==> images/class_map.png <==
(4 px per um)
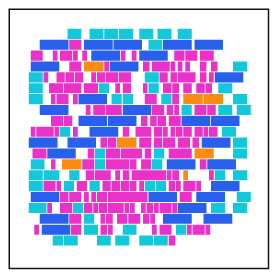
==> images/clock_wires.png <==
(4 px per um)
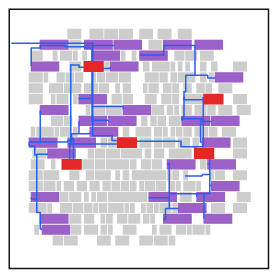
==> images/ff_map.png <==
(4 px per um) Other sequential cells in the stronger gray, the rest of the logic in the fainter gray.
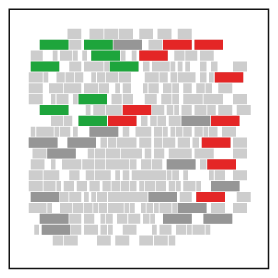
==> images/port_trees.png <==
(8 px per um)
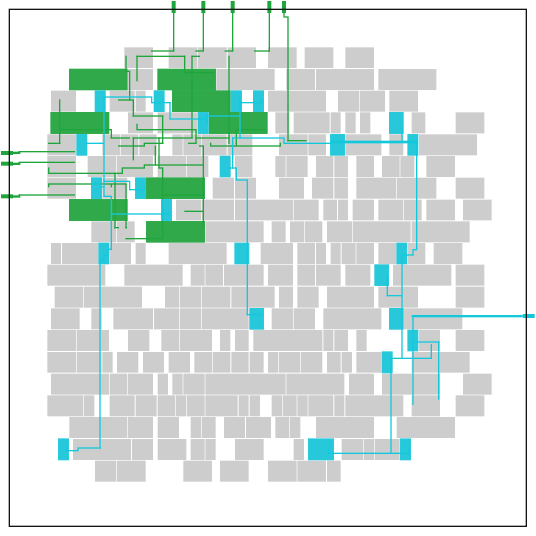
==> images/placed.png <==
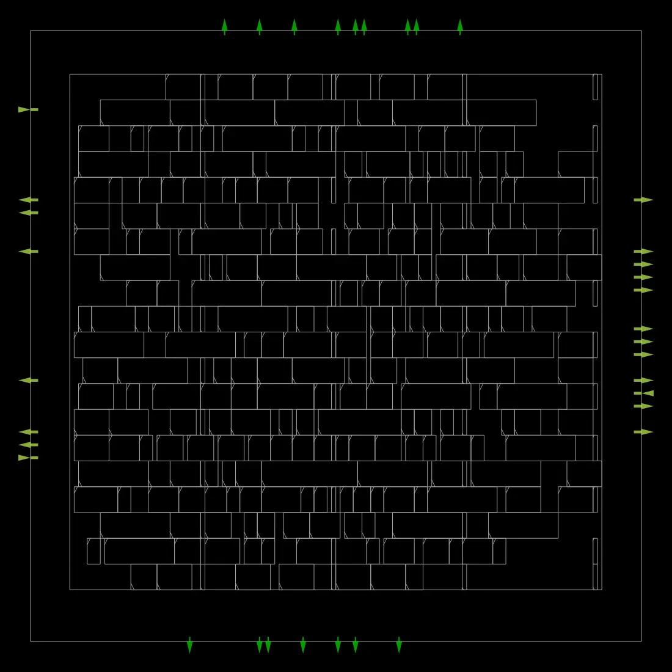
<file path="config.mk">
export PLATFORM = sky130hd
export DESIGN_NAME = vga_sync_timer
export DESIGN_NICKNAME = d
export VERILOG_FILES = /design/src/rtl/vga_sync_timer.sv
export SDC_FILE = /design/constraint.sdc
export NUM_CORES = 1
export LEC_CHECK = 0
export CAP_MARGIN = 20
export CORE_MARGIN = 4
export CORE_UTILIZATION = 52
export CTS_BUF_LIST = sky130_fd_sc_hd__clkbuf_8
export DETAILED_ROUTE_END_ITERATION = 10
export PLACE_DENSITY = 0.82
export SLEW_MARGIN = 15
export SYNTH_ARGS = -nofsm -noshare
export SYNTH_HDL_FRONTEND = slang
export SYNTH_SLANG_ARGS = --single-unit
</file>
<file path="constraint.sdc">
create_clock -name clk -period 2.3 [get_ports clk]
set_input_delay 0.575 -clock clk [delete_from_list [all_inputs] [get_ports clk]]
set_output_delay 0.575 -clock clk [all_outputs]
set_load 0.02 [all_outputs]
</file>
<file path="src/rtl/vga_sync_timer.sv">
// VGA raster timing generator: hpos/vpos counters, display_on, hsync/vsync, line/frame strobes, frame counter.
// Latency: every output is a register loaded from the next counter state, so all outputs of a cycle agree with that cycle's hpos/vpos.
// Backpressure: none; pix_en=0 freezes the raster (counters and decodes hold, strobes drop to 0).
module vga_sync_timer #(
    parameter int H_DISPLAY       = 640,
    parameter int H_FRONT         = 16,
    parameter int H_SYNC          = 96,
    parameter int H_BACK          = 48,
    parameter int V_DISPLAY       = 480,
    parameter int V_FRONT         = 10,
    parameter int V_SYNC          = 2,
    parameter int V_BACK          = 33,
    parameter bit SYNC_ACTIVE_LOW = 1'b1
) (
    input  logic       clk,
    input  logic       reset,
    input  logic       pix_en,
    output logic [9:0] hpos,
    output logic [9:0] vpos,
    output logic       display_on,
    output logic       hsync,
    output logic       vsync,
    output logic       line_start,
    output logic       frame_start,
    output logic [7:0] frame_count
);

    // Raster geometry. Both totals must fit the 10-bit counters (<= 1024).
    localparam int H_TOTAL = H_DISPLAY + H_FRONT + H_SYNC + H_BACK;
    localparam int V_TOTAL = V_DISPLAY + V_FRONT + V_SYNC + V_BACK;

    // Terminal counts used for the wrap compares.
    localparam logic [9:0] H_LAST = 10'(H_TOTAL - 1);
    localparam logic [9:0] V_LAST = 10'(V_TOTAL - 1);

    // Decode boundaries kept at 11 bits so a sync pulse ending exactly at 1024 still compares correctly.
    localparam logic [10:0] H_VIS_END  = 11'(H_DISPLAY);
    localparam logic [10:0] H_SYNC_BEG = 11'(H_DISPLAY + H_FRONT);
    localparam logic [10:0] H_SYNC_END = 11'(H_DISPLAY + H_FRONT + H_SYNC);
    localparam logic [10:0] V_VIS_END  = 11'(V_DISPLAY);
    localparam logic [10:0] V_SYNC_BEG = 11'(V_DISPLAY + V_FRONT);
    localparam logic [10:0] V_SYNC_END = 11'(V_DISPLAY + V_FRONT + V_SYNC);

    // Level driven on the sync pins outside the pulse; XOR with "active" yields the pin level.
    localparam logic SYNC_IDLE = SYNC_ACTIVE_LOW ? 1'b1 : 1'b0;

    logic [9:0] h_nxt;
    logic [9:0] v_nxt;
    logic [7:0] fc_nxt;
    logic       h_wrap;
    logic       v_wrap;
    logic       hs_act;
    logic       vs_act;
    logic       vis;

    // Next raster position: step only on pix_en, wrapping line then frame.
    always_comb begin
        h_nxt  = hpos;
        v_nxt  = vpos;
        fc_nxt = frame_count;
        h_wrap = 1'b0;
        v_wrap = 1'b0;
        if (pix_en) begin
            if (hpos == H_LAST) begin
                h_nxt  = '0;
                h_wrap = 1'b1;
                if (vpos == V_LAST) begin
                    v_nxt  = '0;
                    v_wrap = 1'b1;
                    fc_nxt = frame_count + 8'd1;
                end else begin
                    v_nxt = vpos + 10'd1;
                end
            end else begin
                h_nxt = hpos + 10'd1;
            end
        end
    end

    // Decode the next position so the registered outputs line up with the registered counters.
    always_comb begin
        hs_act = ({1'b0, h_nxt} >= H_SYNC_BEG) && ({1'b0, h_nxt} < H_SYNC_END);
        vs_act = ({1'b0, v_nxt} >= V_SYNC_BEG) && ({1'b0, v_nxt} < V_SYNC_END);
        vis    = ({1'b0, h_nxt} < H_VIS_END) && ({1'b0, v_nxt} < V_VIS_END);
    end

    // Output registers; reset wins over pix_en and never produces a strobe.
    always_ff @(posedge clk) begin
        if (reset) begin
            hpos        <= '0;
            vpos        <= '0;
            display_on  <= 1'b1;
            hsync       <= SYNC_IDLE;
            vsync       <= SYNC_IDLE;
            line_start  <= 1'b0;
            frame_start <= 1'b0;
            frame_count <= '0;
        end else begin
            hpos        <= h_nxt;
            vpos        <= v_nxt;
            display_on  <= vis;
            hsync       <= hs_act ^ SYNC_IDLE;
            vsync       <= vs_act ^ SYNC_IDLE;
            // v_wrap is only ever set alongside h_wrap, so frame_start implies line_start.
            line_start  <= h_wrap;
            frame_start <= v_wrap;
            frame_count <= fc_nxt;
        end
    end

endmodule

</file>
==> out/qor.csv <==
metric,value,unit
ys_seq_share,39.9,%
maxCapViolations,0,
finalWirelength,4.21,mm
tritoncts_clock_tree,yes,
clock.fmax,468,MHz
wire_per_inst,14.3,um
grt_max_degree,24,
chipWidth,64.4,um
grt_usage,20.3,%
floorplan.die.height,64.4,um
crit_chain,clkdlybuf4s50_1,
mappedNetlistNets,201,
drive_gt1_share,16.4,%
n_antenna_cell,0,
finalCriticalPeriod,2.14,ns
grt_pass1_wl,6.56,mm
grt_overflow,0,
worst-setup-path-type,flop to output pin,
total_leakage_power,0.922,nW
area.growth.synth_to_final,40.9,%
ant_nets,0,
critPathBufInv,1,
status,completed,
firstDrtPassIters,4,
final_cell_mix,"clkdlybuf4s50_1, dfxtp_1, nor2_1",
required,1.73,ns
cts.sinks,33,
place_worst_setup_slack,-0.293,ns
post-synth-top-area-cell,dfxtp_1,
synthesis.area_per_instance,8.54,sq um
gp_congestion,0.938,
floorplan.die_area,4150,sq um
hold_violations,0,
hold_path_class,flop to flop,
mostFrequentLayoutCell,clkdlybuf4s50_1,
final-max-slew-violation-count,0,
cp.depth,1,
cts_inserted_buffers,5,
detailed_place_hpwl,2.87,mm
## Picture notes: class_map.png
- remaining buffers and delay cells: cyan (cells 57)
- clock drivers and dummy loads: orange (cells 7)
- registers: blue (cells 33)
- remaining logic cells: magenta (cells 153)
end-of-flow core utilization: 76.5%
sequential portion of the cell area: 28.3%
standard cell core area: 3050 sq um

## Picture notes: clock_wires.png
- clock-net drivers: red (count 5)
- clock wires: blue (length 389 um)
- flip-flops: purple (count 33)
- routed clock nets: 6
Latency at later pin: 0.28 ns
clock network power: 0.426 mW

## Picture notes: ff_map.png
- vpos: red (flops 10)
- frame_count: green (flops 8)
- not colored: 15
area taken by flip-flops and latches: 661 sq um
sequential power: 0.580 mW

## Picture notes: port_trees.png
- reset: cyan (bits 1; direction input; end cells 24; wire 248 um)
- frame_count: green (bits 8; direction output; end cells 8; wire 266 um)
I/O pin cnt: 36
tally of buffers added on design ports: 35

## Picture notes: placed.png
number of rows created at floorplan: 20
number of sequential cells: 33
number of fillers in the final layout: 239
number of standard cells in the final layout excluding fillers: 294
number of well taps: 44

stage by stage:
| step | cell area [sq um] | std cells | hold WS [ns] | power, mW |
|---|---|---|---|---|
| after detailed placement | 2160 | 284 | 0.515 | 0.632 |
| after floorplan | 1660 | 194 | 0.575 | 0.610 |
| final | 2330 | 294 | 0.526 | 1.05 |
| after CTS | 2250 | 291 | 0.527 | 1.05 |
| after global placement | 2160 | 284 | 0.496 | 0.631 |
| after global routing | 2330 | 294 | 0.584 | 1.09 |
layout make-up:
cell class                      count  area (sq um)  share of cell area [%]
Multi-Input combinational cell    150          1000                    42.8
Clock buffer                        6          82.6                    3.54
Inverter                            3          11.3                   0.482
Tap cell                           44          55.1                    2.36
Sequential cell                    33           661                    28.3
Timing Repair Buffer               57           522                    22.3
Clock inverter                      1          3.75                   0.161
layer usage:
layer	vias up	track usage, %	share of wire (%)
met5	-	0	0
met4	0	8.97	1.3
met3	6	5.20	7.0
met2	67	32.0	51
met1	758	26.1	40
li1	795	-	-
final timing paths:
kind                                     start             end  slack [ns]
worst max-delay path                   hpos[5]         hpos[5]        0.16
worst min register to register  frame_count[7]  frame_count[7]        0.53
worst max register to register         hpos[0]      display_on        0.18
worst min-delay path            frame_count[7]  frame_count[7]        0.53
state kept, by name (all words and copies together), names as in the netlist:
signal	cells
frame_count	8
vsync	1
display_on	1
frame_start	1
hpos	10
vpos	10
line_start	1
hsync	1
synthesized netlist by cell type:
master	instances
nand4b_4	1
nor2b_1	3
a211o_1	1
a311oi_1	1
ha_1	4
and3_1	5
nor3_1	12
inv_1	3
or4_1	1
dfxtp_1	33
nor4_1	2
a211oi_1	1
and3b_2	1
a2bb2oi_1	1
nand2_1	20
or3_1	3
a21oi_1	7
and2_1	2
nor2_4	1
xor2_1	15
o41ai_1	2
o21bai_1	1
mux2i_1	2
nor4b_1	1
xnor2_1	7
buf_4	2
and4_1	3
nand3b_1	1
nand3_1	5
buf_2	1
clkbuf_1	4
nor2_1	27
o21ai_0	5
and4b_2	1
a31oi_1	2
buf_6	1
a32oi_1	1
nand4_1	9
o211a_1	1
a21o_1	1
where the power goes:
part / switching, mW / total (mW) / internal, mW / leakage (nW)
clock network: 0.194 / 0.426 / 0.233 / 0.0485
logic: 0.0231 / 0.0425 / 0.0194 / 0.607
registers: 0.00478 / 0.580 / 0.575 / 0.266
worst register-to-register path: stages (launching register included):
cell      delay [ns]
dfxtp_1         0.40
ha_1            0.26
and3_2          0.27
nand4b_4        0.10
or3_1           0.39
xor2_1          0.18
o41ai_2         0.32
a21oi_1         0.10
timing repair:
| item | 4_1_cts | 5_1_grt |
|---|---|---|
| resized | 1 | 12 |
| hold endpoints to repair | 0 | 0 |
| pin swaps | 0 | 2 |
| setup endpoints to repair | 1 | 3 |
| buffers inserted | 0 | 3 |
kinds of logic (layout without fill, tap and decap cells):
kind of cell,after synthesis,after routing,share of synthesized area (%)
buffers and inverters,11,67,3.47
DFF,33,33,39.9
adders and majority gates,4,4,3.02
and+or+nand+nor,98,98,31.3
xor gates and xnor gates,22,22,11.6
muxes,2,2,1.21
AOI/OAI and AO/OA,24,24,9.52
No activity file was given, so power comes from the tool's default toggle rates.
